===== src/rtl/mem_fetch_requester_pkg.sv =====
// Shared types and constants for the instruction fetch requester.
// Holds the slot-table entry type, memory opcode/length constants and an index-width helper.
package MemFetchPkg;

    // One outstanding fetch: its address and whether it is still wanted.
    typedef struct packed {
        logic [31:0] pc;
        logic        live;
    } slot_t;

    localparam logic       MEM_OP_READ  = 1'b0;
    localparam logic [1:0] MEM_LEN_WORD = 2'd0;

    // Pointer width for a ring of the given depth (at least one bit).
    function automatic int idx_bits(input int depth);
        return (depth > 1) ? $clog2(depth) : 1;
    endfunction

endpackage


===== src/rtl/mem_fetch_requester_slot_ring.sv =====
// Head/tail/count bookkeeping for the outstanding-fetch slot ring.
// Ports: clk, rst, alloc/retire strobes in; head, tail, full, empty out.
module mem_fetch_slot_ring
    import MemFetchPkg::*;
#(
    parameter int p_depth = 4,
    parameter int p_idx_bits = 2,
    parameter int p_cnt_bits = 3
) (
    input  logic                  clk,
    input  logic                  rst,
    input  logic                  alloc,
    input  logic                  retire,
    output logic [p_idx_bits-1:0] head,
    output logic [p_idx_bits-1:0] tail,
    output logic                  full,
    output logic                  empty
);

    logic [p_cnt_bits-1:0] count;
    logic                  do_alloc;
    logic                  do_retire;

    assign full      = (count == p_cnt_bits'(p_depth));
    assign empty     = (count == '0);
    assign do_alloc  = alloc && !full;
    // A response with nothing outstanding must not underflow the ring.
    assign do_retire = retire && !empty;

    function automatic logic [p_idx_bits-1:0] bump(
        input logic [p_idx_bits-1:0] p
    );
        return (p == p_idx_bits'(p_depth - 1)) ? '0 : p + 1'b1;
    endfunction

    always_ff @(posedge clk) begin
        if (rst) begin
            head  <= '0;
            tail  <= '0;
            count <= '0;
        end else begin
            if (do_alloc) begin
                tail <= bump(tail);
            end
            if (do_retire) begin
                head <= bump(head);
            end
            // Simultaneous alloc and retire leave the count unchanged.
            unique case ({do_alloc, do_retire})
                2'b10:   count <= count + 1'b1;
                2'b01:   count <= count - 1'b1;
                default: count <= count;
            endcase
        end
    end

endmodule


===== src/rtl/mem_fetch_requester.sv =====
// Instruction fetch requester: streams sequential word reads to memory and forwards in-order responses.
// Ports: clk, rst; mem_req_* out; mem_resp_* in; inst_* out; redirect_* in. Optional MEM_FETCH_ORDER_CHECK_EN.
module mem_fetch_requester
    import MemFetchPkg::*;
#(
    parameter int          p_opaq_bits     = 8,
    parameter int          p_max_in_flight = 4,
    parameter logic [31:0] p_reset_addr    = 32'h200
) (
    input  logic                   clk,
    input  logic                   rst,
    output logic                   mem_req_val,
    input  logic                   mem_req_rdy,
    output logic                   mem_req_op,
    output logic [p_opaq_bits-1:0] mem_req_opaque,
    output logic [31:0]            mem_req_addr,
    output logic [1:0]             mem_req_len,
    output logic [31:0]            mem_req_data,
    input  logic                   mem_resp_val,
    output logic                   mem_resp_rdy,
    input  logic [p_opaq_bits-1:0] mem_resp_opaque,
    input  logic [31:0]            mem_resp_data,
    output logic                   inst_val,
    input  logic                   inst_rdy,
    output logic [31:0]            inst,
    output logic [31:0]            inst_pc,
    input  logic                   redirect_val,
    input  logic [31:0]            redirect_target
);

    localparam int IW = idx_bits(p_max_in_flight);
    localparam int CW = $clog2(p_max_in_flight + 1);

    logic [31:0] pc;
    slot_t       slots [p_max_in_flight];
    logic [IW-1:0] head;
    logic [IW-1:0] tail;
    logic        full;
    logic        empty;
    logic        head_live;
    logic        req_fire;
    logic        resp_fire;

    mem_fetch_slot_ring #(
        .p_depth    (p_max_in_flight),
        .p_idx_bits (IW),
        .p_cnt_bits (CW)
    ) u_ring (
        .clk    (clk),
        .rst    (rst),
        .alloc  (req_fire),
        .retire (resp_fire),
        .head   (head),
        .tail   (tail),
        .full   (full),
        .empty  (empty)
    );

    assign head_live = !empty && slots[head].live;
    assign req_fire  = mem_req_val && mem_req_rdy;
    assign resp_fire = mem_resp_val && mem_resp_rdy;

    always_comb begin
        mem_req_val    = !rst && !full;
        mem_req_op     = MEM_OP_READ;
        mem_req_opaque = p_opaq_bits'(tail);
        mem_req_addr   = pc;
        mem_req_len    = MEM_LEN_WORD;
        mem_req_data   = '0;
        inst           = mem_resp_data;
        inst_pc        = slots[head].pc;
        inst_val       = 1'b0;
        mem_resp_rdy   = 1'b0;
        if (!rst) begin
            if (head_live) begin
                inst_val     = mem_resp_val && !redirect_val;
                mem_resp_rdy = inst_rdy && !redirect_val;
            end else begin
                // Squashed slot: swallow the response.
                mem_resp_rdy = 1'b1;
            end
        end
    end

    always_ff @(posedge clk) begin
        if (rst) begin
            pc <= p_reset_addr;
        end else if (redirect_val) begin
            pc <= redirect_target;
        end else if (req_fire) begin
            pc <= pc + 32'd4;
        end
    end

    always_ff @(posedge clk) begin
        if (rst) begin
            for (int i = 0; i < p_max_in_flight; i++) begin
                slots[i] <= '0;
            end
        end else begin
            if (resp_fire) begin
                slots[head].live <= 1'b0;
            end
            if (req_fire) begin
                slots[tail] <= '{pc: pc, live: 1'b1};
            end
            // Redirect also kills the slot allocated this same cycle.
            if (redirect_val) begin
                for (int i = 0; i < p_max_in_flight; i++) begin
                    slots[i].live <= 1'b0;
                end
            end
        end
    end

`ifdef MEM_FETCH_ORDER_CHECK_EN
    always_ff @(posedge clk) begin
        if (!rst && resp_fire &&
            (empty || mem_resp_opaque != p_opaq_bits'(head))) begin
            $error("mem_fetch_requester: out-of-order response opaque=%0d head=%0d",
                   mem_resp_opaque, head);
            $finish;
        end
    end
`else
    logic unused_opaque;
    assign unused_opaque = ^mem_resp_opaque;
`endif

endmodule


===== config.mk =====
export PLATFORM = sky130hd
export DESIGN_NAME = mem_fetch_requester
export DESIGN_NICKNAME = d
export VERILOG_FILES = /design/src/rtl/mem_fetch_requester_pkg.sv /design/src/rtl/mem_fetch_requester_slot_ring.sv /design/src/rtl/mem_fetch_requester.sv
export SDC_FILE = /design/constraint.sdc
export NUM_CORES = 1
export LEC_CHECK = 0
export CAP_MARGIN = 20
export CORE_MARGIN = 2
export CORE_UTILIZATION = 38
export CTS_BUF_LIST = sky130_fd_sc_hd__clkbuf_4 sky130_fd_sc_hd__clkbuf_8
export CTS_CLUSTER_DIAMETER = 60
export DETAILED_ROUTE_END_ITERATION = 16
export PLACE_DENSITY_LB_ADDON = 0.05
export SYNTH_ARGS = -nofsm -noshare
export SYNTH_HDL_FRONTEND = slang
export SYNTH_SLANG_ARGS = --single-unit

===== constraint.sdc =====
create_clock -name clk -period 4.13 [get_ports clk]
set_input_delay 0.413 -clock clk [delete_from_list [all_inputs] [get_ports clk]]
set_output_delay 0.413 -clock clk [all_outputs]
set_load 0.005 [all_outputs]

==> run summary, run 1 <==
Results of an implementation run.

The sequential power is 0.00205 W. The reg-to-reg endpoint is u_ring.count[2]. The layout buffer count excluding clock buffers is 124.

453 cells are multi-input combinational gates. Looking at the worst setup and hold paths, the clock pins of their registers show a slew of 0.10 ns. The run finished with clean final reports. The script computed the net switching share of total power as 0.2566. Of the total power, the clock network draws 0.358. The library cell contributing the largest single delay on the critical path is mux4_2. The number of buffers on the longest clock path is 2.

The sequential share of power is 0.495. The number of buffers and inverters on the critical path is 2. The worst clock skew on the final layout is 0.009853 ns. The top layer used by detailed routing is met4. The worst hold-check slack is 0.4258 ns. The final-layout fill cell count is 2090.

The kind of cell with the highest combined delay along the critical path is buffers and inverters. The maximum VDD drop is 0.1741 mV. Per the final layout report, the fraction of cells sized above drive strength 1 comes to 0.1294. The area fraction of the dominant cell type after synthesis is 0.4344. The count of maximum capacitance violations is 0. According to the hold report, the worst path is of the in -> reg type.

The number of DRC violations after detailed routing is 0. For reference, the final report shows the hold violation count at 0. Summing internal, switching and leakage power gives 0.004135 W. The detailed placer reported the number of placed instances as 1085. The largest total area in the synthesized netlist belongs to edfxtp_1. The start point of the worst min-delay path is rst.

The post-detailed-route via-to-cell ratio is 5.379. The met3 global-route usage is 0.03185. The final setup slack of the worst path is 1.207 ns. The number of cell instances on the worst register-to-register path is 8. Across the whole layout, storage elements account for 4746 um^2. The number of cells reported by Yosys stat comes to 742. In the synthesized netlist, the cells that appear most often are edfxtp_1, and3_1, buf_4. The total standard cell area after synthesis is 8848 um^2.

The static leakage is 3.927 nW. The count of different cell masters after synthesis is 62. The switching component of the power is 0.001061 W. The OpenROAD warning count is 40. The async set-reset flop share out of synthesis is 0. Per the gpl log, the routability congestion estimate is 0.7955. Internal power comes to 0.003074 W. In the synthesized netlist the dominant register cell turns out to be edfxtp_1. The capturing instance or port of the critical path is inst_pc[31]. The antenna violation net count after detailed routing is 0. The highest achievable clock rate is 342.1 MHz. For met1 alone, demand over resource in global routing was 0.2810. At the worst endpoint, the arrival time is 2.51 ns. For the final routed database, the setup TNS stands at 0 ns. In this run, synthesis produced a sequential element count of 173. For reference, the most critical setup path is categorized as reg -> out.

The fraction of standard cell area in multi-input logic is 0.3292. The cell count after synthesis came out at 742. The clock network area share is 0.04795. Setup repair after global routing left no endpoint under its margin.

The group drawing the most power is sequential cells. The via count of the first global-routing pass is 6066. 220 I/O pins were placed. Leaving out buffers and inverters, the combinational logic in the layout accounts for 3393 um^2.

The worst slew margin relative to its limit is 0.3224. Entering global routing, the biggest net connects 56 pins. The routed design uses 1216 um of met3 wire. The count of non-CTS inverters in the layout is 22. STA classifies the critical path endpoint as an output pin.

In this run the number of cells on the critical path is 3. The die span in x is 156.6 um. The clock tree synthesis step divided the H-tree into 4 levels.

The data required time reported for the critical path is 3.72 ns. The cell class ranked first by area is registers. The part of the power in combinational logic is 0.147. The instance count along the most critical hold path is 2. There are 173 flip-flops and latches. The power dissipated in the clock network is 0.00148 W.

The clock tree from TritonCTS is built. The worst setup path is launched from a register. The number of enable-type register cells in the synthesized netlist is 128. The first-pass GRT wire length is 37050 um. The mean area per synthesized cell is 11.93 um^2. By instance count, the leading cell after synthesis is edfxtp_1.

After layout, the clock buffer instance count stands at 18. The hold buffer count at cts is 0. Global routing put the most usage on met2. The number of CTS-inserted buffers is 17.

The first-iteration detailed-routing DRC count is 303. The clock root buffer is clkbuf_8. The initial antenna violation count was 0. For this run, the script counts the antenna cells in the layout as 0. Buffers placed on the I/O ports in this run total 106. The final clock period utilization by the worst path is 0.7078. The clock network latency to the later pin of the worst-skew pair is 0.46 ns.

For this sky-water flow run, the detailed-routed wirelength per cell is reported as 21.70 um. For this run the aggregate overflow at the end of global routing stands at 0. The setup check on the worst reg-to-reg path leaves a slack of 1.23 ns.

The area growth from synthesis to layout is 16.47%. Subtracting the final worst setup slack from the clock period gives 2.923 ns. Note, the detailed placer reported a final HPWL of 15530 um.
==> run 1: kinds of logic (layout without fill, tap and decap cells) <==
family	after synthesis	after routing	share of synthesized area
DFF	173	173	0.5362
xor gates and xnor gates	9	9	0.008909
buffers and inverters	156	178	0.09870
adders and majority gates	11	11	0.01640
other	1	41	0.0004238
and+or+nand+nor	277	277	0.1814
muxes	38	38	0.08965
AOI/OAI and AO/OA	77	77	0.06830
==> run 1: registers in the layout, indices dropped and copies added (netlist names), named ones only <==
name	cells
u_ring.head	2
mem_req_addr	32
slots	132
u_ring.tail	2
u_ring.count	3
### Cell area per tile, run 1

Scale: 2 px per um. 16 x 16 tiles, from dark blue (low) to red (high), 0 to 100% covered.
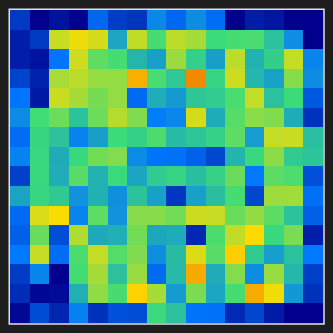
- nearly empty tiles: 4.3%
- fullest tile: 84%
- tiles over 75% full: 2.7%
- mean over tiles: 40%
CORE AREA: 22780 um^2
Core Density at Floorplan: 0.3885
post-layout util: 0.4525

### Cell outlines without signal wires, run 1

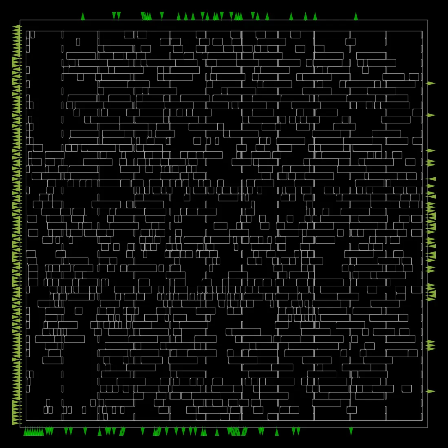
Tapcell Cnt: 313
Layout Cells excl Fill: 1117
share of cell area taken by flip-flops and latches: 0.4605

### Placed cells, one color a class, run 1

Scale: 2 px per um.
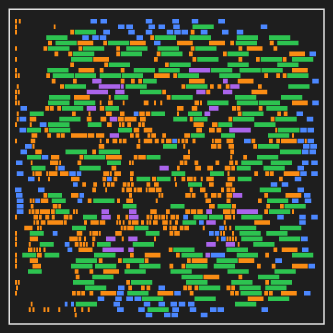
- combinational and other logic: orange (cells 475; share of their area 35%)
- remaining buffers and delay cells: blue (cells 124; share of their area 12%)
- sequential cells: green (cells 173; share of their area 48%)
- clock drivers and dummy loads: purple (cells 32; share of their area 5.0%)
count of standard-cell rows: 55
cell area after layout: 10310 um^2

==> run 1 -> run 2 <==
Clock period 4.13 ns to 2.4 ns, I/O delays scaled along.
### Placed cells, one color a class, run 2

Scale: 2 px per um.
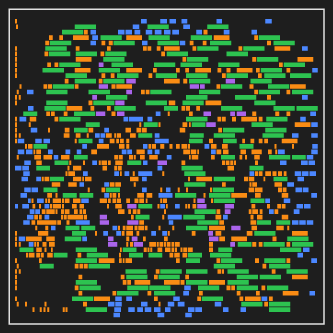
- clock drivers and dummy loads: purple (cells 32; share of their area 3.7%)
- sequential cells: green (cells 173; share of their area 47%)
- combinational and other logic: orange (cells 475; share of their area 34%)
- remaining buffers and delay cells: blue (cells 166; share of their area 15%)
cell area after layout: 10560 um^2
share of cell area taken by flip-flops and latches: 0.4499
post-layout util: 0.4634

### Cell outlines without signal wires, run 2

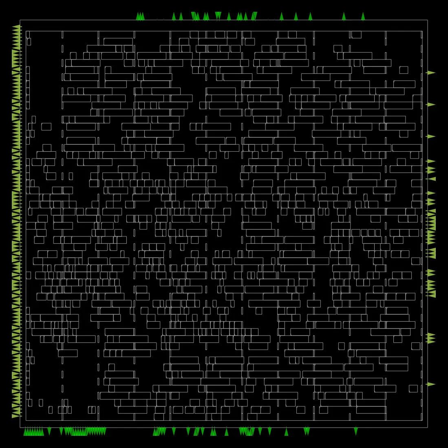
registers: 173
count of fill cells added during filler insertion: 2116
Layout Cells excl Fill: 1159

==> run 2 against run 1 <==
The run now ends with setup timing left. Global-route usage grew 0.42 points. Area after synthesis unchanged. Via count up 3.9%. Register-to-register slack worse by 1.3 ns. Synthesized cell count unchanged. Critical endpoint is now u_ring.count[2]. Highest routed layer unchanged.
==> run summary, run 2 <==
Results of an implementation run.

The flow ran to the end, but the final reports show violations. The checks that failed: setup timing. Across every metal layer, demand over resource in global routing totals 0.2055. The fraction of standard cell area in multi-input logic is 0.3237 (-0.005514). The static leakage is 4.173 nW (+6.2%). The antenna violation net count after detailed routing came to 0 (unchanged). The part of the power in combinational logic came to 0.168 (+0.021).

The setup TNS is -0.1823 ns (-0.1823 ns). The maximum VDD drop is 0.2850 mV (+64%). The final setup slack of the worst path came to -0.1113 ns (-1.318 ns). The total overflow reported by the global router was 0 (unchanged). The power dissipated in the clock network is 0.00196 W (+32%).

The worst clock skew on the final layout is 0.01566 ns (+0.005807 ns). The number of DRC violations after detailed routing was 0 (unchanged). The number of buffers and inverters on the critical path is 1 (-1). The maximum number of pins on one net before global-route repair came to 60 (+7.1%).

The number of detailed-routing iterations run before antenna repair is 5. The number of warnings reported in the yosys synthesis log is 0. Ranked by power, first place goes to sequential cells. The post-detailed-route via-to-cell ratio is 5.388 (+0.18%). The met3 routed wirelength is 1451 um (+19%).

The area occupied by registers is 4748 um^2 (about the same). For this design, the slowest cell found on the critical path is mux4_2. The start point of the worst min-delay path is rst. The most instantiated library cell after synthesis is edfxtp_1.

Setup repair after global routing could not meet its margin everywhere. The count of non-CTS inverters in the layout came to 22 (unchanged). The transition time at the pin with the least slew margin is 0.5385 ns. The instance count along the most critical hold path is 2 (unchanged). The maximum fanout along the worst path is 2. The height of the die is 156.6 um. After global routing, the most crowded layer is met2. The number of buffers on the longest clock path was 2 (unchanged). The half-perimeter wire length of the detailed placement result is 16010 um (+3.1%).

The share of the Yosys chip area taken by registers is 0.5362. The mean area per synthesized cell is 11.93 um^2 (unchanged). The final antenna diode count is 0 (unchanged). The total vias in the final route is 6245. The classification of the worst setup path is reg -> reg. The OpenROAD warning count came to 43 (+7.5%). The sequential power is 0.00349 W (+70%). The count of different cell masters after synthesis is 62 (unchanged).

The number of flip-flops in the largest register came to 132 (unchanged). The post-placement cell count is 1126 (+3.8%). The global routing met1 resource utilization is 0.2852 (+0.004185). The detailed router used layers up to and including met4. The register with the most flip-flops is slots. The first-iteration detailed-routing DRC count is 414 (+37%). The destination of the worst hold path is u_ring.count[1].

The die span in x came to 156.6 um (unchanged). The row count is 55 (unchanged). The count of maximum capacitance violations is 0 (unchanged).

The hold buffer count at cts is 0 (unchanged). The fraction of power spent switching nets is 0.2840 (+0.02742). The combinational cell power is 0.00110 W.

The worst slew margin relative to its limit is 0.6410 (+0.3186). The final weighted congestion in routability-driven placement was 0.7858 (-1.2%). Per the repair_timing log after CTS, setup buffers inserted total 1.

For this run, global-route usage on met2 was measured as 0.3405. Broken down by cell family, the worst path's largest delay share belongs to adder cells. The number of H-tree branching levels is 4 (unchanged). The internal power is 0.004695 W (+53%). The worst hold-check slack came to 0.09934 ns (-0.3265 ns). The flow reported a cell area power density of 621.3 nW/um^2.

The met3 global-route usage is 0.03600 (+0.004154). In the layout the commonest cells are edfxtp_1, and3_1, clkdlybuf4s50_1. The count of final setup violators is 2.

The logic depth of the worst path, buffers included is 8 (+5). By count the netlist is led by edfxtp_1, and3_1, buf_4. The final tally of max-slew violations is 0.

The delay of the slowest cell on the worst path is 0.55 ns. The layout buffer count excluding clock buffers is 166 (+34%). The root buffer cell chosen for the clock tree is clkbuf_8. The clock slew seen by the registers of the worst setup and hold paths came to 0.10 ns (about the same). The net count of the finished layout is 922. The count of cells resized by post-cts repair is 36.

The critical path data arrival time is 2.92 ns (+0.41 ns). The sequential share of power came to 0.533 (+0.038). The total power consumption of the routed design is 0.006558 W (+59%). The total standard cell area after synthesis is 8848 um^2 (unchanged). The area recorded from the Yosys report for this design is 8848 um^2. The routed length on met2 is 11690 um. The worst setup path is captured at a register. The clock tree buffer count of the final layout was 19 (+1). The via count of the first global-routing pass came to 6269 (+3.3%). The clock network area share is 0.03556 (-0.01239). The number of CTS-inserted buffers is 17 (unchanged). The number of sinks handled by clock tree synthesis is 173.

Compared with the post-synthesis result, the final layout area differs by 19.29%. The portion of total power attributed to the clock network is 0.300 (-0.058). Summing all placed instances gives a cell area of 10190 um^2. For this run, the leading register cell type out of synthesis is edfxtp_1.

The number of cell instances after yosys synthesis was 742 (unchanged). Per the timing report, the achievable frequency comes out to 398.2 MHz. The critical path goes through mux4_2 > a2111oi_4 > ha_2 > inv_2 > fa_2 > xor2_1 > or3_1 > a21oi_1. The starting density of the core was 0.3885 (unchanged).

The worst min-delay path category is in -> reg. Summed over all layers, the routed wires come to 24410 um. STA classifies the critical path startpoint as a register.

The minimum setup slack among reg-to-reg paths is -0.11 ns (-1.34 ns). The number of enable-type register cells in the synthesized netlist is 128 (unchanged). OpenSTA, run right after detailed placement, puts the worst setup slack at -0.1291 ns.

According to the timing report, the critical path is captured at u_ring.count[2]. The wire length per cell is 21.06 um (-2.9%). The fraction of layout instances using a drive strength above 1 is 0.1785 (+0.04913).

The class occupying the most area after layout is reported as registers. The logic area is 3417 um^2 (+0.70%). The total number of multi-input combinational cells is 453 (unchanged).

The endpoint required time on the critical path came to 2.81 ns (-0.91 ns). The die outline area is 24520 um^2. The switching component of the power is 0.001863 W (+76%). The final hold violation count is 0 (unchanged). The number of synthesized register bits is 173 (unchanged). The first-pass GRT wire length is 37610 um (+1.5%). In the finished design, the share of the clock period the worst path needs comes to 1.046.

The tap cell count is 313 (unchanged). The met1 layer wirelength in the final routing is 10990 um. In the post-synthesis netlist, the biggest area contributors are edfxtp_1, dfxtp_1, mux4_2. The clock network latency to the later pin of the worst-skew pair is 0.47 ns (about the same). The async set-reset flop share out of synthesis was 0 (unchanged).

TritonCTS built the clock tree. The number of cell instances on the worst register-to-register path is 8 (unchanged). The area fraction of the dominant cell type after synthesis is 0.4344 (unchanged). Counting only logic cells after layout, the most numerous master is edfxtp_1.

The post-synthesis cell count is 742 (unchanged). The top-level port count is 220 (unchanged). The count of input and output buffers is 106 (unchanged). Per the synthesis report, the dominant area consumer among library cells is edfxtp_1. The initial antenna violation count came to 0 (unchanged).

The reg-to-reg endpoint is u_ring.count[2]. Measured on the final layout, buffering overhead outside the clock network stands at 0.1459. The shortest clock period the worst path allows after layout is 2.511 ns. The core area is 22780 um^2 (unchanged).
## run 2: cell count changes in the layout (fill, tap and decap cells not counted), moves of 2 or more
cell and change:
buf_4 +36, clkdlybuf4s50_1 -32, clkinv_4 +2, buf_12 +5
dlygate4sd2_1 +32, clkinvlp_4 +3, bufinv_16 -6
## run 2: logic make-up (layout without fill, tap and decap cells)
family	count (synthesis)	in the layout	synth area share
and+or+nand+nor	277	277	0.1814
DFF	173	173	0.5362
buffers and inverters	156	220	0.09870
AOI/OAI and AO/OA	77	77	0.06830
muxes	38	38	0.08965
adders and majority gates	11	11	0.01640
xor gates and xnor gates	9	9	0.008909
other	1	41	0.0004238
==> run 2 -> run 3 <==
Settings changed: SETUP_SLACK_MARGIN from default to 0.5.
==> run 3 against run 2 <==
Synthesized cell count stayed put. The flow still finishes with violations (setup timing). Via count is 2.6% higher. Cell count is 2.4% higher. Largest power group unchanged.
==> run summary, run 3 <==
Results of an implementation run.

The final weighted congestion in routability-driven placement was 0.7956 (+1.2%). The number of DRC violations after detailed routing came to 0 (unchanged). The final cell area excluding filler cells is 11300 um^2 (+7.0%). The number of detailed-routing iterations run before antenna repair is 4 (-1). The path with the worst hold slack has its endpoint at u_ring.count[1]. The most common logic cells in the final layout are edfxtp_1, and3_1, clkdlybuf4s50_1.

By count the netlist is led by edfxtp_1, and3_1, buf_4. The height of the die is 156.6 um (unchanged). The count of different cell masters after synthesis is 62 (unchanged).

The total vias in the final route came to 6410 (+2.6%). The setup TNS is -0.07121 ns (+0.1111 ns). The clock tree buffer count of the final layout came to 19 (unchanged).

The initial antenna violation count is 0 (unchanged). The post-layout net count came to 950 (+3.0%). The relative area of non-clock buffer cells in the final design is 0.1753 (+0.02942). The number of synthesized register bits is 173 (unchanged). The fraction of layout instances using a drive strength above 1 came to 0.2803 (+0.1018). The maximum number of pins on one net before global-route repair is 59 (-1.7%). The post-detailed-route via-to-cell ratio was 5.400 (+0.22%). The worst hold-check slack is 0.1861 ns (+0.08676 ns).

The library cell contributing the largest single delay on the critical path is mux4_2. The half-perimeter wire length of the detailed placement result is 16070 um (+0.36%). Counting flops per register, the top entry is slots. By area the synthesized netlist is led by edfxtp_1, dfxtp_1, mux4_2. Per STA, the worst path is made up of mux4_2 > a2111oi_4 > ha_4 > inv_2 > fa_2 > xor2_1 > or3_1 > a21oi_1. The kind of cell with the highest combined delay along the critical path is multiplexers. The sequential power is 0.00350 W (about the same). The count of cells resized by post-cts repair is 170 (+370%). The die span in x came to 156.6 um (unchanged). The final tally of max-slew violations is 0 (unchanged). By instance count after routing, the leading logic cell type is edfxtp_1. The OpenROAD warning count came to 43 (unchanged).

The worst slew margin relative to its limit is 0.6373 (-0.003739). The post-synthesis cell count is 742 (unchanged). The highest achievable clock rate was 404.7 MHz (+1.6%). The shortest clock period the worst path allows after layout is 2.471 ns (-0.04005 ns). The final clock period utilization by the worst path is 1.030 (-0.01669).

The first-pass GRT wire length is 39650 um (+5.4%). The areal power density over the cells was 662.7 nW/um^2 (+6.7%). The total standard cell area after synthesis is 8848 um^2 (unchanged). The combinational cell power is 0.00142 W (+29%). The reg-to-reg endpoint is u_ring.count[2].

The post-placement cell count is 1121 (-0.44%). The worst min-delay path category is in -> reg. The biggest slice of the total power is consumed by sequential cells. The starting density of the core is 0.3885 (unchanged).

The number of cell instances after yosys synthesis is 742 (unchanged). The number of CTS-inserted buffers is 17 (unchanged). According to the timing report, the critical path is captured at u_ring.count[2]. The worst setup path is captured at a register. The root buffer cell chosen for the clock tree is clkbuf_8.

The count of final setup violators is 1 (-1). The number of enable-type register cells in the synthesized netlist is 128 (unchanged). The sequential share of power came to 0.467 (-0.066).

The clock network area share is 0.04453 (+0.008966). The part of the power in combinational logic is 0.189 (+0.021). The total power consumption of the routed design is 0.007486 W (+14%). The worst clock skew on the final layout is 0.01122 ns (-0.004438 ns). The run finished, with violations left. The delay of the slowest cell on the worst path is 0.54 ns (about the same). Looking at the gate-level netlist, the highest instance count belongs to edfxtp_1. The mean area per synthesized cell came to 11.93 um^2 (unchanged). The core area was 22780 um^2 (unchanged). The count of non-CTS inverters in the layout is 22 (unchanged). The number of sinks handled by clock tree synthesis is 173 (unchanged). The synthesis report names the predominant flop master as edfxtp_1. The logic area is 3573 um^2 (+4.6%). The die outline area is 24520 um^2 (unchanged). The final antenna diode count is 0 (unchanged).

For reference, the most critical setup path is categorized as reg -> reg. The worst setup timing slack at the placement stage was -0.1280 ns (+0.001030 ns). Of all cell types, the one taking the most synthesized area is edfxtp_1.

The internal power is 0.005520 W (+18%). The row count is 55 (unchanged). The global-route usage over all layers came to 0.2187 (+0.01327). The number of cell instances on the worst register-to-register path was 8 (unchanged). The start point of the worst min-delay path is rst. The number of flip-flops in the largest register is 132 (unchanged). The number of flip-flops and latches is 173 (unchanged).

The final setup slack of the worst path came to -0.07121 ns (+0.04005 ns). The switching component of the power is 0.001966 W (+5.5%). The clock network latency to the later pin of the worst-skew pair is 0.46 ns (about the same). The layout buffer count excluding clock buffers was 194 (+17%). The first-iteration detailed-routing DRC count is 379 (-8.5%). STA classifies the critical path startpoint as a register. The yosys synthesis chip area is 8848 um^2 (unchanged). The async set-reset flop share out of synthesis was 0 (unchanged). The tap cell count came to 313 (unchanged). The placed instance area is 10180 um^2 (about the same). The hold buffer count at cts is 0 (unchanged). The maximum fanout along the worst path is 3 (+1).

The fraction of standard cell area in multi-input logic is 0.3164 (-0.007382). The number of setup buffers added after CTS is 20 (+19). The via count of the first global-routing pass came to 6661 (+6.3%). The area fraction of the dominant cell type after synthesis is 0.4344 (unchanged). The transition time at the pin with the least slew margin is 0.5441 ns (+0.005608 ns). The area occupied by registers is 4765 um^2 (+0.34%). The logic depth of the worst path, buffers included was 8 (unchanged). The critical path data arrival time came to 2.87 ns (-0.05 ns).

The fraction of the yosys area taken by sequential cells is 0.5362 (unchanged). The count of maximum capacitance violations is 0 (unchanged). The wire length per cell came to 22.68 um (+7.7%). The number of warnings reported in the yosys synthesis log was 0 (unchanged).

The static leakage is 4.482 nW (+7.4%). The antenna violation net count after detailed routing was 0 (unchanged). Compared with the post-synthesis result, the final layout area differs by 27.66%. The number of H-tree branching levels was 4 (unchanged). The total overflow reported by the global router is 0 (unchanged). TritonCTS built the clock tree.

Setup repair after global routing could not meet its margin everywhere. The number of buffers on the longest clock path was 2 (unchanged). The final hold violation count is 0 (unchanged). The fraction of power spent switching nets is 0.2626 (-0.02146). The number of buffers and inverters on the critical path is 1 (unchanged).

The endpoint required time on the critical path is 2.80 ns (about the same). The cell class ranked first by area is registers. The checks that failed: setup timing. The minimum setup slack among reg-to-reg paths is -0.07 ns (+0.04 ns). The instance count along the most critical hold path is 2 (unchanged). The power dissipated in the clock network is 0.00257 W (+31%). The total routed wirelength is 26920 um (+10%). The clock slew seen by the registers of the worst setup and hold paths came to 0.10 ns (about the same). The total number of multi-input combinational cells is 453 (unchanged). The portion of total power attributed to the clock network is 0.344 (+0.044).

The maximum VDD drop was 0.3168 mV (+11%).
[run 3: layer usage]
layer	share of wire	up-vias	track usage
met5	0	-	0
met4	0.021	0	0.07514
met3	0.048	54	0.03655
met2	0.49	224	0.3640
met1	0.44	3226	0.2906
li1	-	2906	-
[run 3: logic make-up (layout without fill, tap and decap cells)]
kind of cell | after synthesis | after routing | share of synthesized area
multiplexers | 38 | 38 | 0.08965
adder cells (fa/ha/maj) | 11 | 11 | 0.01640
buffers and inverters | 156 | 248 | 0.09870
flip-flops | 173 | 173 | 0.5362
other | 1 | 41 | 0.0004238
XOR/XNOR | 9 | 9 | 0.008909
AND/OR/NAND/NOR | 277 | 277 | 0.1814
AND-OR/OR-AND | 77 | 77 | 0.06830
### Nets reached from selected ports, run 3

Scale: 2 px per um.
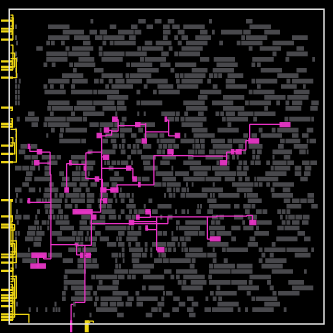
- `mem_resp_data`: yellow (direction input; end cells 0; buffers 0; wire 313 um)
- `rst`: magenta (direction input; end cells 43; buffers 4; wire 688 um)
PortBufs: 106
count of pins on the block boundary: 220

### Cell outlines without signal wires, run 3

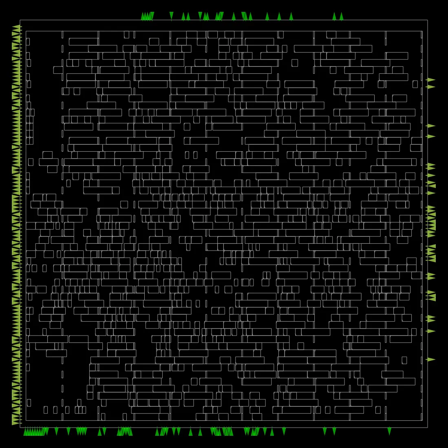
post-layout util: 0.4959
share of cell area taken by flip-flops and latches: 0.4218
count of fill cells added during filler insertion: 2058
Layout Cells excl Fill: 1187

No activity file was given, so power comes from the tool's default toggle rates.
